`src/rtl/mult_div_if.sv`:
```
// Issue/result bundle between the execute stage and the iterative multiply/divide unit.
interface mult_div_if #(parameter int WIDTH = 32);
  logic             start;
  logic [1:0]       op;
  logic [WIDTH-1:0] operand_a;
  logic [WIDTH-1:0] operand_b;
  logic             abort;
  logic             busy;
  logic             done;
  logic             HI_write_enable;
  logic             LO_write_enable;
  logic [WIDTH-1:0] HI_result;
  logic [WIDTH-1:0] LO_result;

  modport master (
    output start, op, operand_a, operand_b, abort,
    input  busy, done, HI_write_enable, LO_write_enable, HI_result, LO_result
  );

  modport slave (
    input  start, op, operand_a, operand_b, abort,
    output busy, done, HI_write_enable, LO_write_enable, HI_result, LO_result
  );
endinterface

```
`src/rtl/mult_div_unit.sv`:
```
// Iterative MIPS MULT/MULTU/DIV/DIVU unit producing HI/LO write data.
// FAST_MULT_EN: single-cycle multiplier for MULT/MULTU; divides stay iterative.
module mult_div_unit #(
  parameter int WIDTH = 32
) (
  input logic       clk,
  input logic       reset,
  mult_div_if.slave bus
);
  localparam int CW = $clog2(WIDTH + 1);

  typedef enum logic [1:0] {IDLE, CALC, FIX, DONE} state_t;

  state_t           state_q, state_d;
  logic [CW-1:0]    count_q;
  logic [1:0]       op_q;
  logic             a_neg_q, b_neg_q;
  logic [WIDTH-1:0] addend_q;   // multiplicand magnitude or divisor magnitude
  logic [WIDTH-1:0] hi_q, lo_q;
  logic [WIDTH-1:0] hi_res_q, lo_res_q;

  logic             launch, sgn_in, a_neg_in, b_neg_in, fast_mul;
  logic [WIDTH-1:0] a_mag_in, b_mag_in;
  logic [WIDTH:0]   mul_sum, div_shift, div_diff;
  logic [WIDTH-1:0] step_hi, step_lo, fix_hi, fix_lo;
  logic [2*WIDTH-1:0] neg_prod;
  logic             is_div, sign_diff, div_zero;

  assign launch   = (state_q == IDLE || state_q == DONE) && bus.start && !bus.abort;
  assign sgn_in   = ~bus.op[0];
  assign a_neg_in = sgn_in & bus.operand_a[WIDTH-1];
  assign b_neg_in = sgn_in & bus.operand_b[WIDTH-1];
  assign a_mag_in = a_neg_in ? -bus.operand_a : bus.operand_a;
  assign b_mag_in = b_neg_in ? -bus.operand_b : bus.operand_b;

`ifdef FAST_MULT_EN
  logic [2*WIDTH-1:0] a_ext, b_ext, fast_prod;
  assign a_ext     = {{WIDTH{a_neg_in}}, bus.operand_a};
  assign b_ext     = {{WIDTH{b_neg_in}}, bus.operand_b};
  assign fast_prod = a_ext * b_ext;
  assign fast_mul  = ~bus.op[1];
`else
  assign fast_mul  = 1'b0;
`endif

  always_comb begin
    state_d = state_q;
    case (state_q)
      IDLE, DONE: begin
        if (launch) state_d = fast_mul ? DONE : CALC;
        else        state_d = IDLE;
      end
      CALC: begin
        if (bus.abort)                 state_d = IDLE;
        else if (count_q == CW'(1))    state_d = FIX;
      end
      FIX:     state_d = bus.abort ? IDLE : DONE;
      default: state_d = IDLE;
    endcase
  end

  // One radix-2 step: shift-add multiply or restoring divide on {hi_q, lo_q}.
  always_comb begin
    is_div    = op_q[1];
    mul_sum   = {1'b0, hi_q} + (lo_q[0] ? {1'b0, addend_q} : '0);
    div_shift = {hi_q, lo_q[WIDTH-1]};
    div_diff  = div_shift - {1'b0, addend_q};
    step_hi   = mul_sum[WIDTH:1];
    step_lo   = {mul_sum[0], lo_q[WIDTH-1:1]};
    if (is_div) begin
      if (!div_diff[WIDTH]) begin
        step_hi = div_diff[WIDTH-1:0];
        step_lo = {lo_q[WIDTH-2:0], 1'b1};
      end else begin
        step_hi = div_shift[WIDTH-1:0];
        step_lo = {lo_q[WIDTH-2:0], 1'b0};
      end
    end
  end

  // Sign correction; a zero divisor leaves the all-ones quotient untouched.
  always_comb begin
    sign_diff = a_neg_q ^ b_neg_q;
    div_zero  = (addend_q == '0);
    neg_prod  = -{hi_q, lo_q};
    fix_hi    = hi_q;
    fix_lo    = lo_q;
    if (is_div) begin
      if (sign_diff && !div_zero) fix_lo = -lo_q;
      if (a_neg_q)                fix_hi = -hi_q;
    end else if (sign_diff) begin
      fix_hi = neg_prod[2*WIDTH-1:WIDTH];
      fix_lo = neg_prod[WIDTH-1:0];
    end
  end

  always_ff @(posedge clk) begin
    if (reset) begin
      state_q  <= IDLE;
      count_q  <= '0;
      op_q     <= '0;
      a_neg_q  <= 1'b0;
      b_neg_q  <= 1'b0;
      addend_q <= '0;
      hi_q     <= '0;
      lo_q     <= '0;
      hi_res_q <= '0;
      lo_res_q <= '0;
    end else begin
      state_q <= state_d;
      case (state_q)
        IDLE, DONE: begin
          if (launch) begin
            op_q     <= bus.op;
            a_neg_q  <= a_neg_in;
            b_neg_q  <= b_neg_in;
            count_q  <= CW'(WIDTH);
            hi_q     <= '0;
            addend_q <= bus.op[1] ? b_mag_in : a_mag_in;
            lo_q     <= bus.op[1] ? a_mag_in : b_mag_in;
`ifdef FAST_MULT_EN
            if (fast_mul) begin
              hi_res_q <= fast_prod[2*WIDTH-1:WIDTH];
              lo_res_q <= fast_prod[WIDTH-1:0];
            end
`endif
          end
        end
        CALC: begin
          if (!bus.abort) begin
            count_q <= count_q - 1'b1;
            hi_q    <= step_hi;
            lo_q    <= step_lo;
          end
        end
        FIX: begin
          if (!bus.abort) begin
            hi_res_q <= fix_hi;
            lo_res_q <= fix_lo;
          end
        end
        default: ;
      endcase
    end
  end

  assign bus.busy            = (state_q == CALC) || (state_q == FIX);
  assign bus.done            = (state_q == DONE);
  assign bus.HI_write_enable = (state_q == DONE);
  assign bus.LO_write_enable = (state_q == DONE);
  assign bus.HI_result       = hi_res_q;
  assign bus.LO_result       = lo_res_q;
endmodule

```
`src/flat_wrapper.sv`:
```
// flat-port wrapper written by rule: the top's interface ports become plain ports
module mult_div_unit_flat 
#(
  parameter int WIDTH = 32
)
  (clk, reset, bus_start, bus_op, bus_operand_a, bus_operand_b, bus_abort, bus_busy, bus_done, bus_HI_write_enable, bus_LO_write_enable, bus_HI_result, bus_LO_result);
  mult_div_if #(.WIDTH(WIDTH)) bus_i ();
  input logic clk;
  input logic reset;
  input wire logic [$bits(bus_i.start)-1:0] bus_start;
  input wire logic [$bits(bus_i.op)-1:0] bus_op;
  input wire logic [$bits(bus_i.operand_a)-1:0] bus_operand_a;
  input wire logic [$bits(bus_i.operand_b)-1:0] bus_operand_b;
  input wire logic [$bits(bus_i.abort)-1:0] bus_abort;
  output wire logic [$bits(bus_i.busy)-1:0] bus_busy;
  output wire logic [$bits(bus_i.done)-1:0] bus_done;
  output wire logic [$bits(bus_i.HI_write_enable)-1:0] bus_HI_write_enable;
  output wire logic [$bits(bus_i.LO_write_enable)-1:0] bus_LO_write_enable;
  output wire logic [$bits(bus_i.HI_result)-1:0] bus_HI_result;
  output wire logic [$bits(bus_i.LO_result)-1:0] bus_LO_result;
  assign bus_i.start = bus_start;
  assign bus_i.op = bus_op;
  assign bus_i.operand_a = bus_operand_a;
  assign bus_i.operand_b = bus_operand_b;
  assign bus_i.abort = bus_abort;
  assign bus_busy = bus_i.busy;
  assign bus_done = bus_i.done;
  assign bus_HI_write_enable = bus_i.HI_write_enable;
  assign bus_LO_write_enable = bus_i.LO_write_enable;
  assign bus_HI_result = bus_i.HI_result;
  assign bus_LO_result = bus_i.LO_result;
  mult_div_unit #(.WIDTH(WIDTH)) u_core (.clk(clk), .reset(reset), .bus(bus_i));
endmodule
```
`config.mk`:
```
export PLATFORM = sky130hd
export DESIGN_NAME = mult_div_unit_flat
export DESIGN_NICKNAME = d
export VERILOG_FILES = /design/src/rtl/mult_div_if.sv /design/src/rtl/mult_div_unit.sv /design/src/flat_wrapper.sv
export SDC_FILE = /design/constraint.sdc
export NUM_CORES = 1
export LEC_CHECK = 0
export CAP_MARGIN = 20
export CORE_MARGIN = 4
export CORE_UTILIZATION = 59
export DETAILED_ROUTE_END_ITERATION = 6
export GPL_TIMING_DRIVEN = 0
export PLACE_DENSITY = 0.8
export SLEW_MARGIN = 30
export SYNTH_ARGS = -nofsm -noshare
export SYNTH_HDL_FRONTEND = slang
export SYNTH_SLANG_ARGS = --single-unit
```
`constraint.sdc`:
```
create_clock -name clk -period 4.5 [get_ports clk]
set_clock_uncertainty 0.05 [all_clocks]
set_input_delay 0.45 -clock clk [delete_from_list [all_inputs] [get_ports clk]]
set_output_delay 0.45 -clock clk [all_outputs]
set_load 0.05 [all_outputs]
```
==> PnR_summary.wiki, run 1 <==
=== Physical design figures ===
{| class="wikitable"
! Metric !! Value
|-
| Most instantiated flip-flop cell in the synthesis netlist || sky130_fd_sc_hd__dfxtp_1
|-
| Total Routing Usage GR || 36.1%
|-
| Sequential power share || 38.1%
|-
| Result of the run || finished, violations left
|-
| Post-detailed-placement half-perimeter wirelength || 39,100 µm
|-
| Net Switching || 1.50 mW
|-
| Count of non-CTS inverters in the layout || 65
|-
| Power, Total || 4.21 mW
|-
| Multiplexer share || 5.47%
|-
| Count leader, synth || sky130_fd_sc_hd__nor2_1
|-
| Overall die height || 163 µm
|-
| Biggest cell category by area in the final layout || multi-input combinational cells
|-
| Sequential-to-total area share from yosys stat || 24.2%
|-
| Capture point of the worst reg-to-reg path || u_core.hi_q[31]$_SDFFE_PP0P_
|-
| Total Neg Setup Slack || 0 ns
|-
| Share of synthesized cell area in full adder, half adder and majority cells || 6.75%
|-
| End of the worst hold path || u_core.bus.HI_result[24]$_SDFFE_PP0P_
|-
| Sequential share of cell area || 20.7%
|-
| Critical path depth || 15
|-
| CLK BUF || 17
|-
| Post-layout period usage of the worst path || 93.6%
|-
| Critical path type || flip-flop to flip-flop
|-
| Violated checks || design-rule violations
|-
| Highest signal layer in the routed design || met4
|-
| Count of multi-input gates || 1,554
|-
| Flops after synth || 171
|-
| Met3 wirelength from detailed routing || 4970 µm
|-
| Worst-path maximum fanout || 8
|-
| TritonCTS clock tree || done
|-
| Final hold violation count || 0
|-
| Fraction of final layout cells sized beyond drive strength 1 || 4.87%
|-
| Slew headroom || 33.1%
|-
| Drc violations || 1
|-
| Gr ovfl total || 0
|-
| Area enclosed by the die boundary || 0.0265 mm²
|-
| Number of buffers added by the clock tree synthesis step || 17
|-
| Area taken by flip-flops and latches || 0.00342 mm²
|-
| Number of non-clock buffers || 254
|-
| Critical path capture point type || flip-flop
|-
| Leakage power figure || 6.19 nW
|-
| Number of tapcells || 319
|-
| Post-synth ARST share || 0%
|-
| First-pass iteration count of the detailed router || 7
|-
| Mapped Area || 0.0141 mm²
|-
| Horizontal die dimension || 163 µm
|-
| End of the critical path || u_core.hi_q[31]$_SDFFE_PP0P_
|-
| EDFF count, synth || 0
|}
run 1: cells in the final DEF, fill, tap and decap left out, drive strengths merged, types with 7 or more instances in the layout:
master	netlist	final
o21ai	117	117
buf	16	18
xor2	80	80
clkinv	0	7
mux2	26	26
nor4	27	27
or2	10	10
or3	15	15
a211oi	75	75
nand3	38	38
nand2	205	205
nor2	234	234
ha	73	73
a21oi	167	167
clkdlybuf4s50	0	134
a221oi	14	14
a21o	24	24
and2	7	7
nor2b	17	17
dfxtp	171	171
or4	9	9
nand2b	26	26
nor3	41	41
nand4	12	12
xnor2	98	98
clkbuf	104	119
o41ai	9	9
a22oi	15	15
inv	65	71
o31ai	19	19
o211ai	32	32
o21bai	10	10
mux2i	48	48
a31oi	24	24
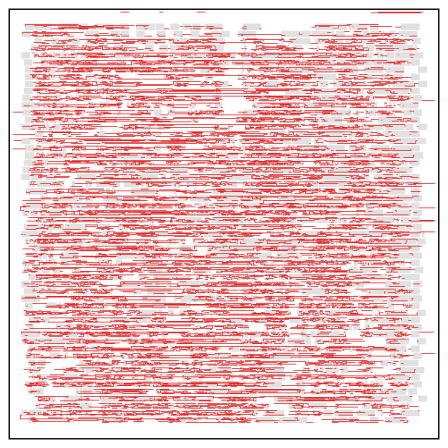
run_1/m1.png
share of all routed wire: 43%
longest straight run: 63.0 µm
wire length on this layer: 21.5 mm
main direction: horizontal

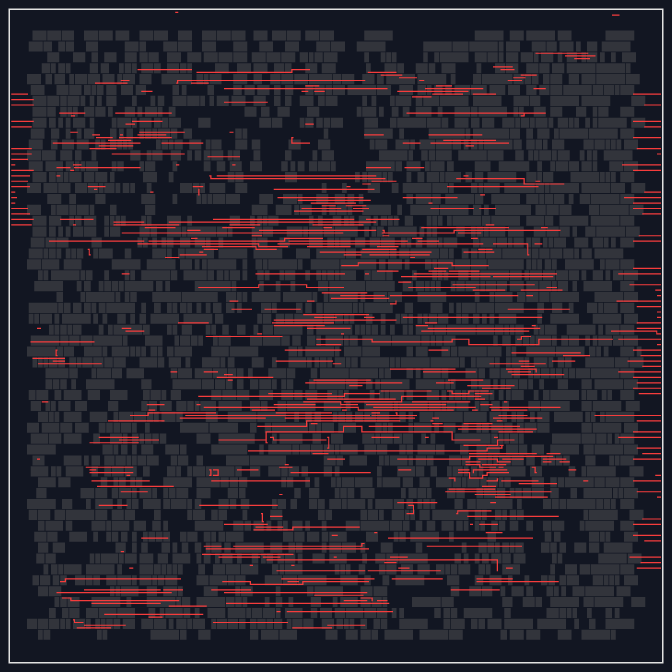
run_1/m3.png
main direction: horizontal
nets with wire on the layer: 352
wire length on this layer: 4,970 µm
share of all routed wire: 10%

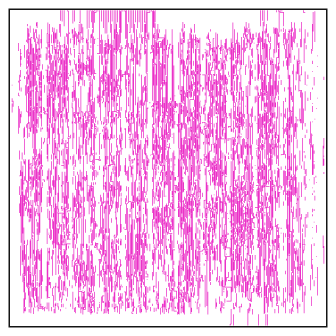
run_1/m2.png
share of all routed wire: 44%
nets with wire on the layer: 1,860
main direction: vertical
GRT met2 Usage: 56.4%
final wirelength: 49,600 µm

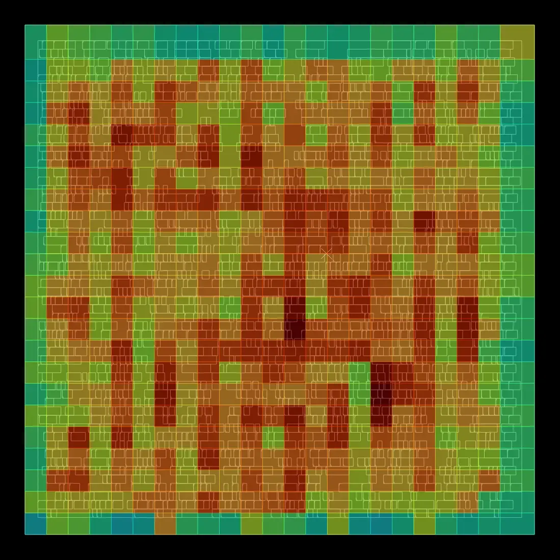
run_1/congestion_map.png
met1 layer usage reported by global route: 51.5%
routed length per instance: 20.7 µm
Util after Layout: 70.2%
met3 usage in global routing: 6.20%
global route hottest layer: met2

==> run 2: changes to the inputs <==
--- a/config.mk
+++ b/config.mk
@@ -5,12 +5,12 @@
 export SDC_FILE = /design/constraint.sdc
 export NUM_CORES = 1
 export LEC_CHECK = 0
-export CAP_MARGIN = 20
 export CORE_MARGIN = 4
-export CORE_UTILIZATION = 59
+export CORE_UTILIZATION = 40
+export CTS_CLUSTER_SIZE = 16
 export DETAILED_ROUTE_END_ITERATION = 6
 export GPL_TIMING_DRIVEN = 0
-export PLACE_DENSITY = 0.8
+export PLACE_DENSITY = 0.57
 export SLEW_MARGIN = 30
 export SYNTH_ARGS = -nofsm -noshare
 export SYNTH_HDL_FRONTEND = slang
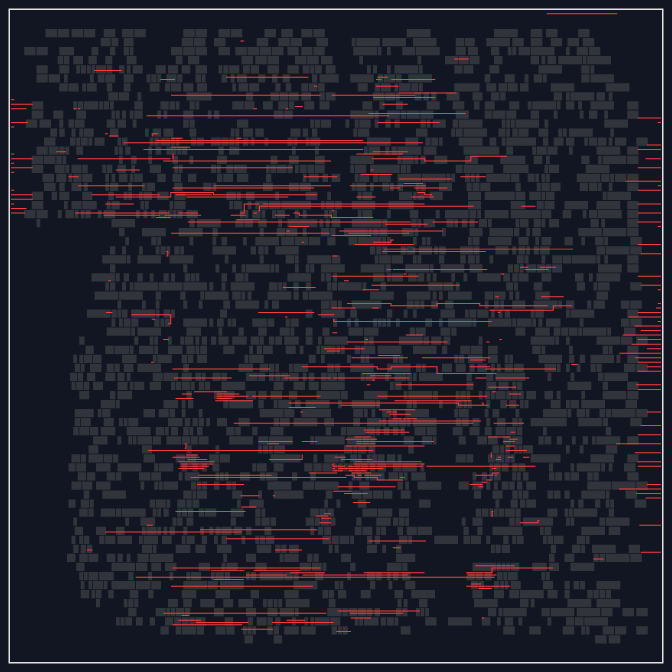
run_2/m3.png
share of all routed wire: 8.0%
nets with wire on the layer: 268
longest straight run: 108 µm
wire length on this layer: 4,280 µm
main direction: horizontal
met3 usage in global routing: 4.62%
vias: 14,800

==> PnR_summary.wiki, run 2 <==
=== Physical design figures ===
{| class="wikitable"
! Metric !! Value
|-
| Number of buffers added by the clock tree synthesis step || 17
|-
| Post-synth ARST share || 0%
|-
| Drc violations || 0
|-
| Critical path type || flip-flop to flip-flop
|-
| Gr ovfl total || 0
|-
| End of the worst hold path || u_core.addend_q[8]$_SDFFE_PP0P_
|-
| Leakage power figure || 6.18 nW
|-
| First-pass iteration count of the detailed router || 7
|-
| Horizontal die dimension || 196 µm
|-
| Result of the run || completed
|-
| Fraction of final layout cells sized beyond drive strength 1 || 4.92%
|-
| Global route hottest layer || met2
|-
| Commonest cells after routing, fill and taps aside || sky130_fd_sc_hd__nor2_1 (231), sky130_fd_sc_hd__nand2_1 (204), sky130_fd_sc_hd__dfxtp_1 (170), sky130_fd_sc_hd__a21oi_1 (165), sky130_fd_sc_hd__clkdlybuf4s50_1 (134)
|-
| Power, Total || 4.21 mW
|-
| Overall die height || 196 µm
|-
| Util after Layout || 48.0%
|-
| Sequential-to-total area share from yosys stat || 24.2%
|-
| Slew headroom || 34.9%
|-
| End of the critical path || u_core.hi_q[31]$_SDFFE_PP0P_
|-
| Critical path capture point type || flip-flop
|-
| Met1 layer usage reported by global route || 38.4%
|-
| Total Neg Setup Slack || 0 ns
|-
| Flops after synth || 171
|-
| Final hold violation count || 0
|-
| Post-detailed-placement half-perimeter wirelength || 43,100 µm
|-
| Post-layout period usage of the worst path || 91.6%
|-
| GRT met2 Usage || 41.0%
|-
| Mapped Area || 0.0141 mm²
|-
| Count leader, synth || sky130_fd_sc_hd__nor2_1
|-
| Most frequently placed logic cell in the final layout || sky130_fd_sc_hd__nor2_1
|-
| Total Routing Usage GR || 26.7%
|-
| Area enclosed by the die boundary || 0.0384 mm²
|-
| Critical path depth || 13
|}
[run 2: cells by family (layout without fill, tap and decap cells)]
group	count (synthesis)	after routing	share of synthesized area [%]
fa+ha+maj	75	75	6.75
compound gates	561	561	25.6
mux	74	74	5.47
simple gates	666	666	21.9
xor+xnor	178	178	11.0
flops	171	171	24.2
buf+inv	185	350	5.09
[run 2: area by class of cell]
cell class	instances	area (µm²)
inverter	65	244
tap	455	569
multi-input combinational	1554	10000
buffer	119	473
clock buffer	18	429
timing repair buffer	134	1340
fill	3557	18000
sequential	171	3420
clock inverter	14	159
[run 2: power by group]
part	leakage (nW)	internal, mW	switching, mW
clock	0.288	0.832	0.716
sequential	1.39	1.55	0.0489
combinational	4.50	0.390	0.673
==> run 3: changes to the inputs <==
--- a/config.mk
+++ b/config.mk
@@ -5,7 +5,6 @@
 export SDC_FILE = /design/constraint.sdc
 export NUM_CORES = 1
 export LEC_CHECK = 0
-export CORE_MARGIN = 4
 export CORE_UTILIZATION = 40
 export CTS_CLUSTER_SIZE = 16
 export DETAILED_ROUTE_END_ITERATION = 6
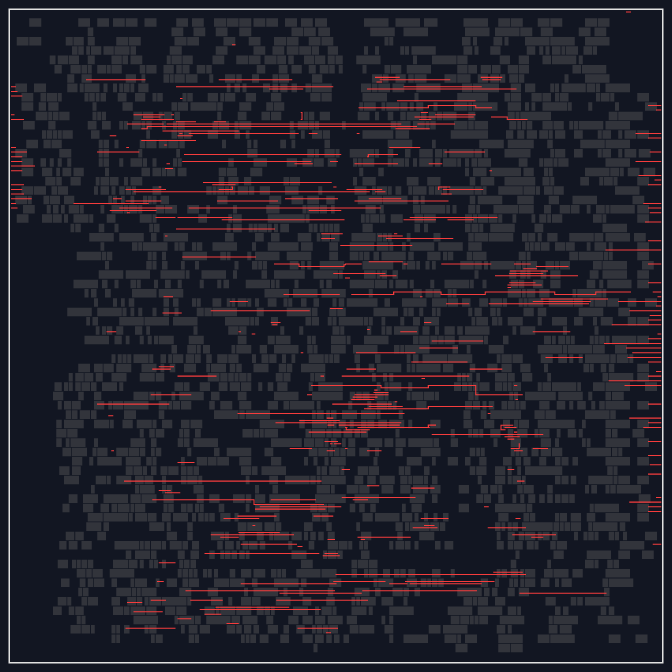
run_3/m3.png
wire length on this layer: 3,440 µm
share of all routed wire: 6.5%
main direction: horizontal
longest straight run: 78.4 µm
vias: 14,800
final wirelength: 52,600 µm
met3 usage in global routing: 3.60%

==> PnR_summary.wiki, run 3 <==
=== Physical design figures ===
{| class="wikitable"
! Metric !! Value
|-
| Result of the run || completed
|-
| Total Neg Setup Slack || 0 ns
|-
| Most frequently placed logic cell in the final layout || sky130_fd_sc_hd__nor2_1
|-
| Ao+oa area frac || 25.6%
|-
| Sequential-to-total area share from yosys stat || 24.2%
|-
| Critical path type || flip-flop to flip-flop
|-
| Combinational logic power || 1.06 mW
|-
| Fillers || 3,543
|-
| Clock Power Share || 38.6%
|-
| Area taken by multi-input logic gates || 0.0100 mm²
|-
| Comb pwr share || 24.4%
|-
| Worst-path maximum fanout || 13
|-
| Dominant combinational cell family by area after synthesis || AND-OR/OR-AND gates
|-
| Flops after synth || 171
|-
| Sequential power share || 37.0%
|-
| Area enclosed by the die boundary || 0.0361 mm²
|-
| Power Internal || 2.91 mW
|-
| Multiplexer share || 5.47%
|-
| Fraction of final layout cells sized beyond drive strength 1 || 4.73%
|-
| EDFF count, synth || 0
|-
| Routed length per instance || 20.8 µm
|-
| Signal buffers share of area || 10.8%
|-
| Count leader, synth || sky130_fd_sc_hd__nor2_1
|-
| End of the critical path || u_core.hi_q[29]$_SDFFE_PP0P_
|-
| End of the worst hold path || u_core.bus.HI_result[11]$_SDFFE_PP0P_
|-
| Horizontal die dimension || 190 µm
|-
| Drc violations || 0
|-
| First-pass iteration count of the detailed router || 6
|-
| Combinational share of cell area || 60.0%
|-
| Fraction of area in clock buffers and inverters || 3.86%
|-
| Number of tapcells || 455
|-
| Simple share || 21.9%
|-
| Mapped Area || 0.0141 mm²
|-
| Leakage power figure || 6.20 nW
|-
| Number of non-clock buffers || 252
|}
run 3: cell counts after synthesis:
No cell type changed its count.
run 3: per-layer routing:
layer | wire length (µm) | vias to the layer above
li1 | - | 7168
met1 | 25200 | 7053
met2 | 22600 | 529
met3 | 3440 | 84
met4 | 1320 | 0
met5 | 0 | -
run 3: metrics by stage:
stage | hold WS [ns] | instances
6_report | 0.402 | 2528
5_1_grt | 0.414 | 2528
3_3_place_gp | 0.392 | 2499
4_1_cts | 0.404 | 2528
2_1_floorplan | 0.382 | 1910
3_5_place_dp | 0.396 | 2499
run 3: what timing repair did:
action / 4_1_cts / 5_1_grt
gates resized: 0 / 2
endpoints found under the setup margin: 5 / 15
gates cloned: 0 / 0
endpoints found under the hold margin: 0 / 0
Power is estimated from default activity; no workload was simulated.
